<file path="src/rtl/packed_elem_reader_pkg.sv">
// Shared types for the packed-element reader/writer pair: FSM state encoding,
// default word layout and index-width helpers.
package pkg_packed_elem;

    typedef enum logic [0:0] {
        IDLE = 1'b0,
        SEND = 1'b1
    } state_e;

    localparam int DEF_ROWS = 2;
    localparam int DEF_COLS = 3;
    localparam int DEF_EW   = 1;

    typedef logic [DEF_ROWS-1:0][DEF_COLS-1:0][DEF_EW-1:0] word_t;

    // Index width for a dimension of n entries; a single entry still needs one bit.
    function automatic int idx_w(input int n);
        return (n > 1) ? $clog2(n) : 1;
    endfunction

    // Width of a linear element index that must also hold the one-past-end value n.
    function automatic int lin_w(input int n);
        return $clog2(n + 1);
    endfunction

endpackage

</file>
<file path="src/rtl/packed_elem_next_idx.sv">
// Combinational search for the first emitted element at or after start_lin,
// plus whether any further emitted element follows it in the same word.
module packed_elem_next_idx
    import pkg_packed_elem::*;
#(
    parameter int ROWS = 2,
    parameter int COLS = 3,
    parameter int EW   = 1,
    parameter int RW   = idx_w(ROWS),
    parameter int CW   = idx_w(COLS),
    parameter int LW   = lin_w(ROWS * COLS)
) (
    input  logic [ROWS*COLS*EW-1:0] word,
    input  logic                    skip,
    input  logic [LW-1:0]           start_lin,
    output logic                    found,
    output logic                    more,
    output logic [LW-1:0]           sel_lin,
    output logic [RW-1:0]           sel_row,
    output logic [CW-1:0]           sel_col,
    output logic [EW-1:0]           sel_data
);

    typedef logic [ROWS-1:0][COLS-1:0][EW-1:0] word_pt;

    word_pt elems_s;
    assign elems_s = word;

    // Scan from the highest index down so the lowest qualifying index wins.
    always_comb begin
        found    = 1'b0;
        more     = 1'b0;
        sel_lin  = '0;
        sel_row  = '0;
        sel_col  = '0;
        sel_data = '0;
        for (int r = ROWS - 1; r >= 0; r--) begin
            for (int c = COLS - 1; c >= 0; c--) begin
                found    = found | (((r * COLS + c) >= int'(start_lin)) &&
                                    (!skip || (elems_s[r][c] != '0)));
                sel_lin  = (((r * COLS + c) >= int'(start_lin)) && (!skip || (elems_s[r][c] != '0)))
                           ? LW'(r * COLS + c) : sel_lin;
                sel_row  = (((r * COLS + c) >= int'(start_lin)) && (!skip || (elems_s[r][c] != '0)))
                           ? RW'(r) : sel_row;
                sel_col  = (((r * COLS + c) >= int'(start_lin)) && (!skip || (elems_s[r][c] != '0)))
                           ? CW'(c) : sel_col;
                sel_data = (((r * COLS + c) >= int'(start_lin)) && (!skip || (elems_s[r][c] != '0)))
                           ? elems_s[r][c] : sel_data;
            end
        end
        for (int r = 0; r < ROWS; r++) begin
            for (int c = 0; c < COLS; c++) begin
                more = more | (found && ((r * COLS + c) > int'(sel_lin)) &&
                               (!skip || (elems_s[r][c] != '0)));
            end
        end
    end

endmodule

</file>
<file path="src/rtl/packed_elem_reader.sv">
// Accepts a ROWS x COLS packed word and streams its elements row-major with
// valid/ready, optionally skipping all-zero elements; counts drained words.
module packed_elem_reader
    import pkg_packed_elem::*;
#(
    parameter int ROWS = 2,
    parameter int COLS = 3,
    parameter int EW   = 1
) (
    input  logic                      clk,
    input  logic                      rst_n,
    input  logic                      in_valid,
    output logic                      in_ready,
    input  logic [ROWS*COLS*EW-1:0]   in_data,
    output logic                      out_valid,
    input  logic                      out_ready,
    output logic [EW-1:0]             out_data,
    output logic [idx_w(ROWS)-1:0]    out_row,
    output logic [idx_w(COLS)-1:0]    out_col,
    output logic                      out_last,
    input  logic                      skip_zero,
    output logic [15:0]               words_done
);

    localparam int RW = idx_w(ROWS);
    localparam int CW = idx_w(COLS);
    localparam int LW = lin_w(ROWS * COLS);
    localparam int WW = ROWS * COLS * EW;

    state_e          state_r, state_nxt_s;
    logic [WW-1:0]   word_r;
    logic            skip_r;
    logic [LW-1:0]   cur_lin_r;
    logic            out_valid_r, out_last_r, in_ready_s;
    logic [EW-1:0]   out_data_r;
    logic [RW-1:0]   out_row_r;
    logic [CW-1:0]   out_col_r;
    logic [15:0]     words_done_r;

    logic [WW-1:0]   src_word_s;
    logic            src_skip_s;
    logic [LW-1:0]   src_start_s;
    logic            found_s, more_s;
    logic [LW-1:0]   sel_lin_s;
    logic [RW-1:0]   sel_row_s;
    logic [CW-1:0]   sel_col_s;
    logic [EW-1:0]   sel_data_s;
    logic            accept_s, xfer_s, load_s, word_end_s;

    assign accept_s   = in_ready_s && in_valid;
    assign xfer_s     = out_valid_r && out_ready;
    assign load_s     = (accept_s && found_s) || (xfer_s && !out_last_r);
    assign word_end_s = (accept_s && !found_s) || (xfer_s && out_last_r);

    // In IDLE the search looks at the word being offered so the first element is ready next cycle.
    always_comb begin
        if (state_r == IDLE) begin
            src_word_s  = in_data;
            src_skip_s  = skip_zero;
            src_start_s = '0;
        end else begin
            src_word_s  = word_r;
            src_skip_s  = skip_r;
            src_start_s = cur_lin_r + LW'(1);
        end
    end

    packed_elem_next_idx #(
        .ROWS (ROWS),
        .COLS (COLS),
        .EW   (EW)
    ) u_next_idx (
        .word      (src_word_s),
        .skip      (src_skip_s),
        .start_lin (src_start_s),
        .found     (found_s),
        .more      (more_s),
        .sel_lin   (sel_lin_s),
        .sel_row   (sel_row_s),
        .sel_col   (sel_col_s),
        .sel_data  (sel_data_s)
    );

    // FSM state register.
    always_ff @(posedge clk or negedge rst_n) begin
        if (!rst_n) begin
            state_r <= IDLE;
        end else begin
            state_r <= state_nxt_s;
        end
    end

    // FSM next state; an all-skipped word never leaves IDLE.
    always_comb begin
        state_nxt_s = state_r;
        case (state_r)
            IDLE:    state_nxt_s = (in_valid && found_s) ? SEND : IDLE;
            SEND:    state_nxt_s = (out_ready && out_last_r) ? IDLE : SEND;
            default: state_nxt_s = IDLE;
        endcase
    end

    // FSM outputs.
    always_comb begin
        in_ready_s = 1'b0;
        case (state_r)
            IDLE:    in_ready_s = 1'b1;
            SEND:    in_ready_s = 1'b0;
            default: in_ready_s = 1'b0;
        endcase
    end

    // Captured word, current element registers and drained-word counter.
    always_ff @(posedge clk or negedge rst_n) begin
        if (!rst_n) begin
            word_r       <= '0;
            skip_r       <= 1'b0;
            cur_lin_r    <= '0;
            out_valid_r  <= 1'b0;
            out_data_r   <= '0;
            out_row_r    <= '0;
            out_col_r    <= '0;
            out_last_r   <= 1'b0;
            words_done_r <= 16'd0;
        end else begin
            if (accept_s) begin
                word_r <= in_data;
                skip_r <= skip_zero;
            end
            if (load_s) begin
                cur_lin_r   <= sel_lin_s;
                out_valid_r <= 1'b1;
                out_data_r  <= sel_data_s;
                out_row_r   <= sel_row_s;
                out_col_r   <= sel_col_s;
                out_last_r  <= !more_s;
            end else if (xfer_s) begin
                out_valid_r <= 1'b0;
                out_last_r  <= 1'b0;
            end
            if (word_end_s) begin
                words_done_r <= words_done_r + 16'd1;
            end
        end
    end

    assign in_ready   = in_ready_s;
    assign out_valid  = out_valid_r;
    assign out_data   = out_data_r;
    assign out_row    = out_row_r;
    assign out_col    = out_col_r;
    assign out_last   = out_last_r;
    assign words_done = words_done_r;

endmodule

</file>
<file path="config.mk">
export PLATFORM = sky130hd
export DESIGN_NAME = packed_elem_reader
export DESIGN_NICKNAME = d
export VERILOG_FILES = /design/src/rtl/packed_elem_reader_pkg.sv /design/src/rtl/packed_elem_next_idx.sv /design/src/rtl/packed_elem_reader.sv
export SDC_FILE = /design/constraint.sdc
export NUM_CORES = 1
export LEC_CHECK = 0
export ABC_AREA = 1
export CAP_MARGIN = 40
export CORE_MARGIN = 2
export CORE_UTILIZATION = 41
export DETAILED_ROUTE_END_ITERATION = 8
export PLACE_DENSITY = 0.65
export SLEW_MARGIN = 20
export SYNTH_ARGS = -nofsm -noshare
export SYNTH_HDL_FRONTEND = slang
export SYNTH_SLANG_ARGS = --single-unit
</file>
<file path="constraint.sdc">
create_clock -name clk -period 1.8 [get_ports clk]
set_input_delay 0.36 -clock clk [delete_from_list [all_inputs] [get_ports clk]]
set_output_delay 0.36 -clock clk [all_outputs]
set_load 0.02 [all_outputs]
</file>
**Metal 2**

(4 px per um)
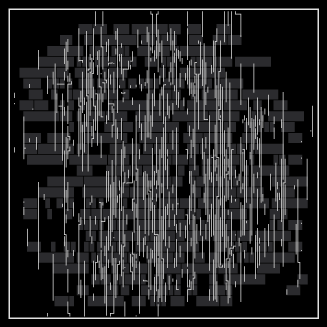
main direction: vertical
share of all routed wire: 48%
wire length on this layer: 2930 um
nets with wire on the layer: 326
longest straight run: 37.4 um

**Cell sizes after repair**

(6 px per um)
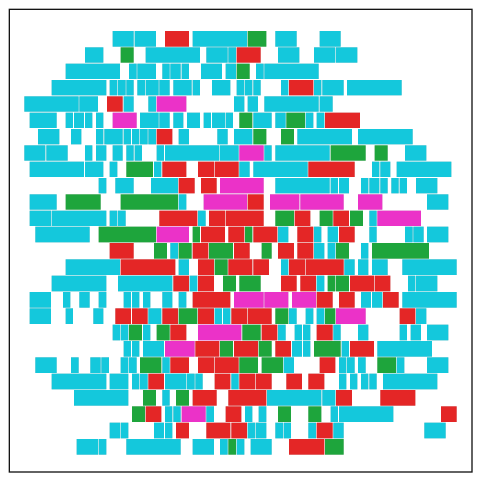
legend:
  magenta:
    size: x6 and larger
    cells: 17
    share: 4.4%
    most_used: buf_6
  red:
    size: x3 and x4
    cells: 80
    share: 21%
    most_used: buf_4
  cyan:
    size: x1 and smaller
    cells: 239
    share: 62%
    most_used: nand2_1
  green:
    size: x2
    cells: 49
    share: 13%
    most_used: nand2_2

**Met3 routing**

(4 px per um)
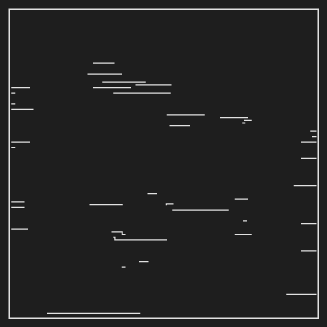
longest straight run: 23.0 um
main direction: horizontal
nets with wire on the layer: 30
wire length on this layer: 210 um

**Gate-type map**

(6 px per um)
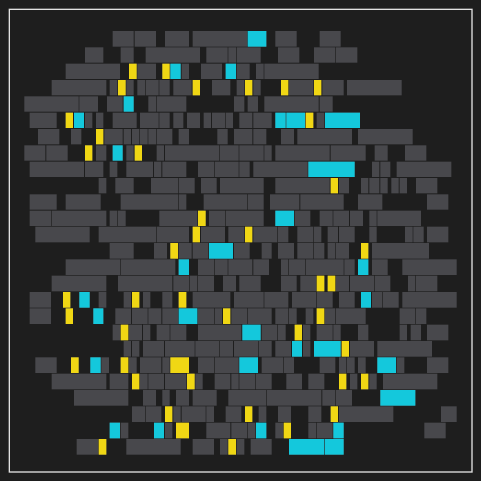
legend:
  yellow:
    family: inv cells
    cells: 43
  cyan:
    family: aoi and oai cells
    cells: 31

**Track usage over the die**

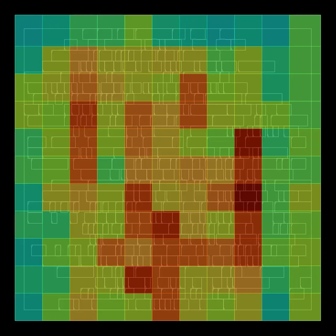
Total GRT Usage: 0.204
met2 Track Usage GR: 0.312

==> flow_summary_export.csv <==
group,metric,value,unit
status,status,"finished, violations left",
status,violations,"setup timing",
floorplan,fp-utilization,0.426,
sta,totalNegativeSetupSlack,-654,ps
logic_synthesis,synth_area,2180,sq um
global_route,grt_max_degree,34,
setup_path,path_max_fanout,8,
setup_path,arrival,2050,ps
sta,tightest_slew,555,ps
route,postRouteAntennaNets,0,
sta,hold_violations,0,
sta,max_slew_margin,0.629,
place,place_inst,434,
clock_network,cts_tree,"done",
sta,fin_crit,1870,ps
logic_synthesis,top_cell,"nand2_1",
logic_synthesis,edf_count,0,
logic_synthesis,ys_cells,289,
clock_network,clk_pin_slew,80,ps
setup_path,cp-start-kind,"register",
route,drt_first_iter_violations,89,
clock_network,cts_hold_buffers,0,
floorplan,die_w,76.9,um
floorplan,num_io_pins,34,
route,drt-pass1-iter-count,4,
floorplan,fp.coreArea,5110,sq um
finish,final_cells,455,
logic_synthesis,yosysTopAreaCellShare,0.379,
clock_network,clockBufferDepth,2,
power,leakage,1.76,nW
finish,final_nets,397,
run,maxCapViolations,0,
global_route,first_global_vias,1967,
sta,setup_ws,-73.9,ps
setup_path,critPathKind,"reg2reg",
logic_synthesis,ys_warn_count,0,
finish,area_growth,57.0,%
sta,skew,7.44,ps
floorplan,die_h,76.9,um
run,warning_count,28,
floorplan,chipArea,5910,sq um
clock_network,htree_levels,2,
global_route,grt_antenna_before_repair,0,
clock_network,cts_buffers,5,
finish,diodes,0,
logic_synthesis,fp_nets,302,
route,wire_per_inst,13.5,um
route,drt-total-wl,6.14,mm
sta,setup_viol,14,
clock_network,root_buffer,"clkbuf_8",
global_route,grt_first_pass_wirelength,9.52,mm
power,power_density,2190,nW/um^2
finish,design_area,3420,sq um
logic_synthesis,common_cells,"nand2_1, inv_1, dfrtp_1",
route,drc,0,
place,portBuffers,33,
logic_synthesis,synth_seq_share,0.379,
place,pre_cts_slack,-399,ps
worst_hold_path,hold_class,"in2async",
logic_synthesis,postSynthAreaPerCell,7.53,sq um
finish,drive_above_1_share,0.379,
logic_synthesis,yosysUniqueCellTypes,33,
logic_synthesis,synth-seq-cells,33,
logic_synthesis,yosysTopAreaCell,"dfrtp_1",
clock_network,worstSkewPairLatency,300,ps
route,vias,2165,
sta,finalHoldWorstSlack,460,ps
setup_path,crit_required,1980,ps
clock_network,clock_sinks,33,
global_route,grt.overflow.total,0,
logic_synthesis,syn_inst,289,
route,vias_per_cell,4.76,
power,ir_drop,1.07,mV
place,gp_congestion,0.852,
sta,fmax,534,MHz
sta,drv_slew,0,
logic_synthesis,synth_async_sr_flop_share,1.00,
logic_synthesis,synthTopCellsByArea,"dfrtp_1, nand2_1, inv_1",
sta,period_used_share,1.04,
setup_path,worstSetupEndpointType,"register",
place,place_area,2930,sq um
logic_synthesis,ys_chip_area,2180,sq um
floorplan,rows,26,
-- per-stage QoR --
stage / power [mW] / utilization
floorplan: 3.87 / -
global placement: 5.53 / 0.573
detailed placement: 5.58 / 0.573
CTS: 6.51 / 0.611
global route: 8.03 / 0.669
finish: 7.47 / 0.669
-- critical path, stage by stage (launching register included) --
cell and delay, ps:
dfrtp_2 500, buf_8 170, buf_12 110, nand2_4 50, o21ai_2 60, nand2_1 80, nand2_2 80, nand3_2 80
inv_2 100, nand3_4 160, nand2_8 130, nand2_2 90, xnor2_2 130
-- registers in the layout (all words and copies together) (netlist names) --
register,cells
words_done,16
word_r,6
cur_lin_r,3
out_col,2
out_data,1
out_last,1
out_row,1
out_valid,1
skip_r,1
state_r,1
-- final timing paths --
| path | start | endpoint | slack, ps | depth (start not counted) |
|---|---|---|---|---|
| worst max-delay path | state_r | words_done[12] | -70 | 12 |
| worst min-delay path | rst_n | word_r[5] | 460 | 2 |
| worst max register to register | state_r | words_done[12] | -70 | 12 |
| worst min register to register | word_r[4] | word_r[4] | 490 | 2 |
| max in group asynchronous | rst_n | state_r | 1010 | 2 |
| min in group clk | word_r[4] | word_r[4] | 490 | 2 |
-- kinds of logic (layout without fill, tap and decap cells) --
| family | after synthesis | in the layout | synth area share |
|---|---|---|---|
| buf+inv | 49 | 142 | 0.107 |
| fa+ha+maj | 2 | 2 | 0.0115 |
| compound gates | 32 | 32 | 0.0856 |
| simple gates | 159 | 162 | 0.353 |
| flops | 33 | 33 | 0.379 |
| xor+xnor | 14 | 14 | 0.0632 |
-- layer usage --
layer  vias to the layer above  global-route usage  share of wire
met5                         -                   0              0
met4                         0              0.0673          0.023
met3                        14              0.0400          0.034
met2                        51               0.312           0.48
met1                       995               0.290           0.46
li1                       1105                   -              -
-- what timing repair did --
action                     in CTS  in global routing
setup buffers                   1                  9
setup endpoints to repair      23                 27
cloned                          2                  2
resized                        26                 60
pin swaps                      15                 26
-- placed cells by master, fill, tap and decap left out, types with 4 or more instances in the layout --
cell | Yosys | final
nand4_1 | 4 | 4
nor3_1 | 4 | 4
inv_2 | 1 | 4
clkbuf_8 | 0 | 5
buf_6 | 4 | 6
o21ai_1 | 2 | 6
nor2_1 | 15 | 10
nand2_2 | 9 | 20
nand3_1 | 23 | 20
inv_1 | 40 | 37
o21ai_2 | 2 | 7
dfrtp_1 | 33 | 30
nand3_4 | 2 | 5
clkdlybuf4s50_1 | 0 | 30
xor2_1 | 12 | 12
buf_4 | 0 | 50
nand2_1 | 89 | 68
o21ai_0 | 20 | 10
nand2_4 | 4 | 14
-- where the power goes --
part / leakage [nW] / switching, mW / internal [mW]
Clock: 0.0439 / 0.308 / 0.267
Sequential: 0.385 / 0.228 / 1.01
Combinational: 1.34 / 3.05 / 2.61
-- area by class of cell --
type | instances | area, sq um
well taps | 70 | 87.6
clock buffers | 5 | 68.8
multi-input cells | 210 | 1430
fillers | 413 | 1690
clock inverters | 3 | 17.5
flip-flops and latches | 33 | 830
repair inverters | 1 | 6.26
inverters | 42 | 163
repair buffers | 91 | 812
Power is estimated from default activity; no workload was simulated.
